==> src/rtl/ps2_host_tx.sv <==
// ps2_host_tx: host-to-device PS/2 transmitter.
// Sends one command byte (e.g. 0xED set LEDs, 0xF4 enable, 0xFF reset) to the
// attached keyboard/mouse. The open-drain CLK/DAT lines are driven through
// active-high pull-low enables. Each accepted byte ends with exactly one
// tx_done pulse (ACK received) or one tx_error pulse (timeout or missing ACK).
//
// Ports:
//   clk         system clock
//   reset       asynchronous, active-high reset
//   tx_data     command byte, sampled only when accepted
//   tx_valid    request to send tx_data
//   tx_ready    high only in IDLE; accept = tx_valid & tx_ready
//   tx_done     one-cycle pulse: byte sent and ACK seen
//   tx_error    one-cycle pulse: timeout or missing ACK
//   busy        high whenever not IDLE; the receive path ignores the bus then
//   ps2_clk_in  raw CLK line level
//   ps2_dat_in  raw DAT line level
//   ps2_clk_oe  1 = pull CLK low
//   ps2_dat_oe  1 = pull DAT low
//
// state     | meaning
// ----------+-----------------------------------------------------------
// S_IDLE    | waiting for tx_valid, lines released
// S_INHIBIT | host holds CLK low for N_INH cycles
// S_RTS     | DAT low (start bit), CLK released, waiting for first device fall
// S_DATA    | each fall presents the next data bit, LSB first
// S_PARITY  | parity bit on the line, next fall releases DAT (stop bit)
// S_STOP    | stop bit on the line, next fall samples the device ACK
// S_RELEASE | ACK seen, waiting for both lines to return high
module ps2_host_tx #(
    parameter int CLK_FREQ_HZ      = 50000000,
    parameter int INHIBIT_US       = 100,
    parameter int START_TIMEOUT_US = 15000,
    parameter int BIT_TIMEOUT_US   = 2000
) (
    input  logic       clk,
    input  logic       reset,
    input  logic [7:0] tx_data,
    input  logic       tx_valid,
    output logic       tx_ready,
    output logic       tx_done,
    output logic       tx_error,
    output logic       busy,
    input  logic       ps2_clk_in,
    input  logic       ps2_dat_in,
    output logic       ps2_clk_oe,
    output logic       ps2_dat_oe
);

    localparam int          CYC_PER_US = CLK_FREQ_HZ / 1000000;
    localparam logic [23:0] N_INH      = 24'(CYC_PER_US * INHIBIT_US);
    localparam logic [23:0] N_START    = 24'(CYC_PER_US * START_TIMEOUT_US);
    localparam logic [23:0] N_BIT      = 24'(CYC_PER_US * BIT_TIMEOUT_US);

    typedef enum logic [2:0] {
        S_IDLE,
        S_INHIBIT,
        S_RTS,
        S_DATA,
        S_PARITY,
        S_STOP,
        S_RELEASE
    } state_t;

    state_t      state_q, state_d;
    logic [7:0]  data_q, data_d;
    logic        parity_q, parity_d;
    logic [3:0]  bitcnt_q, bitcnt_d;
    logic [23:0] timer_q, timer_d;
    logic        clk_oe_d, dat_oe_d;
    logic        done_d, error_d;
    logic        error_go;

    // [0] = metastability stage, [1] = synchronised level
    logic [1:0]  clk_sync_q, dat_sync_q;
    logic        clk_prev_q;
    logic        fall_q;

    logic        clk_line, dat_line;
    logic        bit_tc;

    assign clk_line = clk_sync_q[1];
    assign dat_line = dat_sync_q[1];
    assign bit_tc   = (timer_q == N_BIT - 24'd1);

    // Synchronisers reset to the idle-high line level so that leaving reset
    // can never look like a device clock fall.
    always_ff @(posedge clk or posedge reset) begin
        if (reset) begin
            clk_sync_q <= 2'b11;
            dat_sync_q <= 2'b11;
            clk_prev_q <= 1'b1;
            fall_q     <= 1'b0;
        end else begin
            clk_sync_q <= {clk_sync_q[0], ps2_clk_in};
            dat_sync_q <= {dat_sync_q[0], ps2_dat_in};
            clk_prev_q <= clk_line;
            fall_q     <= clk_prev_q & ~clk_line;
        end
    end

    always_ff @(posedge clk or posedge reset) begin
        if (reset) begin
            state_q    <= S_IDLE;
            data_q     <= '0;
            parity_q   <= 1'b0;
            bitcnt_q   <= '0;
            timer_q    <= '0;
            ps2_clk_oe <= 1'b0;
            ps2_dat_oe <= 1'b0;
            tx_done    <= 1'b0;
            tx_error   <= 1'b0;
            tx_ready   <= 1'b1;
            busy       <= 1'b0;
        end else begin
            state_q    <= state_d;
            data_q     <= data_d;
            parity_q   <= parity_d;
            bitcnt_q   <= bitcnt_d;
            timer_q    <= timer_d;
            ps2_clk_oe <= clk_oe_d;
            ps2_dat_oe <= dat_oe_d;
            tx_done    <= done_d;
            tx_error   <= error_d;
            tx_ready   <= (state_d == S_IDLE);
            busy       <= (state_d != S_IDLE);
        end
    end

    // In every state that waits on the device, a fall takes priority over a
    // timer terminal count landing in the same cycle.
    always_comb begin
        state_d  = state_q;
        data_d   = data_q;
        parity_d = parity_q;
        bitcnt_d = bitcnt_q;
        timer_d  = timer_q + 24'd1;
        clk_oe_d = ps2_clk_oe;
        dat_oe_d = ps2_dat_oe;
        done_d   = 1'b0;
        error_d  = 1'b0;
        error_go = 1'b0;

        case (state_q)
            S_IDLE: begin
                timer_d = '0;
                if (tx_valid && tx_ready) begin
                    data_d   = tx_data;
                    parity_d = ~^tx_data;
                    clk_oe_d = 1'b1;
                    state_d  = S_INHIBIT;
                end
            end

            // Falls seen here are our own CLK pull-down and are ignored.
            S_INHIBIT: begin
                if (timer_q == N_INH - 24'd1) begin
                    dat_oe_d = 1'b1;
                    clk_oe_d = 1'b0;
                    timer_d  = '0;
                    state_d  = S_RTS;
                end
            end

            S_RTS: begin
                if (fall_q) begin
                    dat_oe_d = ~data_q[0];
                    bitcnt_d = 4'd1;
                    timer_d  = '0;
                    state_d  = S_DATA;
                end else if (timer_q == N_START - 24'd1) begin
                    error_go = 1'b1;
                end
            end

            S_DATA: begin
                if (fall_q) begin
                    timer_d = '0;
                    if (bitcnt_q == 4'd8) begin
                        dat_oe_d = ~parity_q;
                        state_d  = S_PARITY;
                    end else begin
                        dat_oe_d = ~data_q[bitcnt_q[2:0]];
                        bitcnt_d = bitcnt_q + 4'd1;
                    end
                end else if (bit_tc) begin
                    error_go = 1'b1;
                end
            end

            S_PARITY: begin
                if (fall_q) begin
                    timer_d  = '0;
                    dat_oe_d = 1'b0;
                    state_d  = S_STOP;
                end else if (bit_tc) begin
                    error_go = 1'b1;
                end
            end

            S_STOP: begin
                if (fall_q) begin
                    timer_d = '0;
                    if (!dat_line) begin
                        state_d = S_RELEASE;
                    end else begin
                        error_go = 1'b1;
                    end
                end else if (bit_tc) begin
                    error_go = 1'b1;
                end
            end

            S_RELEASE: begin
                if (clk_line && dat_line) begin
                    done_d  = 1'b1;
                    state_d = S_IDLE;
                end else if (fall_q) begin
                    timer_d = '0;
                end else if (bit_tc) begin
                    error_go = 1'b1;
                end
            end

            default: begin
                clk_oe_d = 1'b0;
                dat_oe_d = 1'b0;
                state_d  = S_IDLE;
            end
        endcase

        if (error_go) begin
            clk_oe_d = 1'b0;
            dat_oe_d = 1'b0;
            error_d  = 1'b1;
            state_d  = S_IDLE;
        end
    end

endmodule
==> config.mk <==
export PLATFORM = sky130hd
export DESIGN_NAME = ps2_host_tx
export DESIGN_NICKNAME = d
export VERILOG_FILES = /design/src/rtl/ps2_host_tx.sv
export SDC_FILE = /design/constraint.sdc
export NUM_CORES = 1
export LEC_CHECK = 0
export ABC_AREA = 1
export CAP_MARGIN = 20
export CORE_ASPECT_RATIO = 1.75
export CORE_MARGIN = 1.5
export CORE_UTILIZATION = 40
export CTS_CLUSTER_DIAMETER = 40
export CTS_CLUSTER_SIZE = 16
export DETAILED_ROUTE_END_ITERATION = 12
export PLACE_DENSITY = 0.6
export SLEW_MARGIN = 10
export SYNTH_ARGS = -nofsm -noshare
export SYNTH_HDL_FRONTEND = slang
export SYNTH_SLANG_ARGS = --single-unit
export TNS_END_PERCENT = 20
==> constraint.sdc <==
create_clock -name clk -period 4.6 [get_ports clk]
set_clock_uncertainty 0.2 [all_clocks]
set_input_delay 0.46 -clock clk [delete_from_list [all_inputs] [get_ports clk]]
set_output_delay 0.46 -clock clk [all_outputs]
set_load 0.02 [all_outputs]
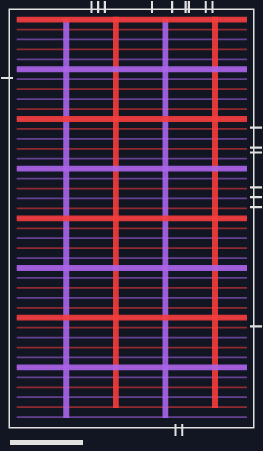
Figure 1: floorplan with the power grid.
The bar under the picture is 20 µm long. Pins as bars on the die edge.
Key: VSS = purple; VDD = red
4 straps on met4. 8 straps on met5. 19 signal pins sit on the boundary. The core has 40 rows. 41 met1 rails follow the rows.

==> deck_impl_summary.md <==
Flow Results at a Glance

Logic synthesis
  • Yosys cell count: 355
  • Mux cell area share after synthesis: 0.0160
  • Yosys chip area: 2820 µm²
  • Dominant cell area share: 0.408

Worst setup path
  • R2R cell count: 10
  • Setup CP Type: reg2out
  • Crit end category: primary output
  • Critical path, cell by cell: clkdlybuf4s50_1
  • R2R setup slack: 2500 ps

Outcome
  • Outcome: completed

Cells and area
  • Final core utilization: 0.475
  • Fill cells: 682
  • Area Growth Syn to Fin: 15.4%

Detailed routing
  • DR iter-0 viols: 83
  • Final ANT Viol Nets: 0

STA
  • Final period utilization: 0.463

Placed design
  • Post-Place Cell Area: 3090 µm²
  • Dpl hpwl: 4840 µm

Power
  • Sequential power share: 0.496
  • Total Power: 935 µW
  • Internal: 737 µW
  • Clock power frac: 0.467

Die
  • Core Footprint: 6860 µm²

Min path
  • Worst Hold Endpoint: dat_sync_q[1]

GRT
  • Met1 GRT Util: 0.182
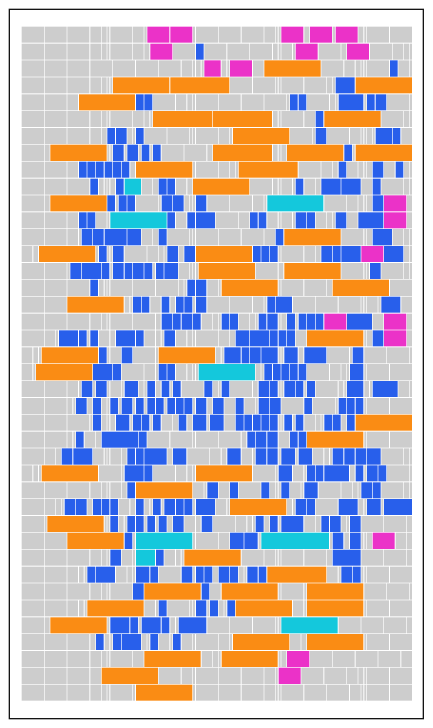
Figure 2: cell classes on the final placement.
Fill, decap, tap and diode cells in gray.
Key: flops = orange [cells 52, share of their area 42%]; combinational and other logic = blue [cells 299, share of their area 47%]; clock drivers and dummy loads = cyan [cells 8, share of their area 5.4%]; other buffers and delay cells = magenta [cells 19, share of their area 6.0%]

routing by layer:
metal	up-vias	wire length, µm
met4	0	162
met5	-	0
met1	1125	2420
met3	14	185
li1	1184	-
met2	37	3690
registers in the layout (all words and copies together), names as in the netlist:
name and cells:
clk_sync_q 2, ps2_dat_oe 1, dat_sync_q 2, bitcnt_q 4, data_q 8, tx_ready 1
clk_prev_q 1, tx_error 1, ps2_clk_oe 1, timer_q 24, fall_q 1, tx_done 1
parity_q 1, busy 1, state_q 3
cell type report:
type,count,area (µm²),area share
clock buffers,5,125,0.0384
clock inverters,3,46.3,0.0142
inverters,49,184,0.0565
multi-input cells,250,1300,0.399
flip-flops and latches,52,1310,0.402
well taps,84,105,0.0323
repair buffers,19,188,0.0576
Power is estimated from default activity; no workload was simulated.
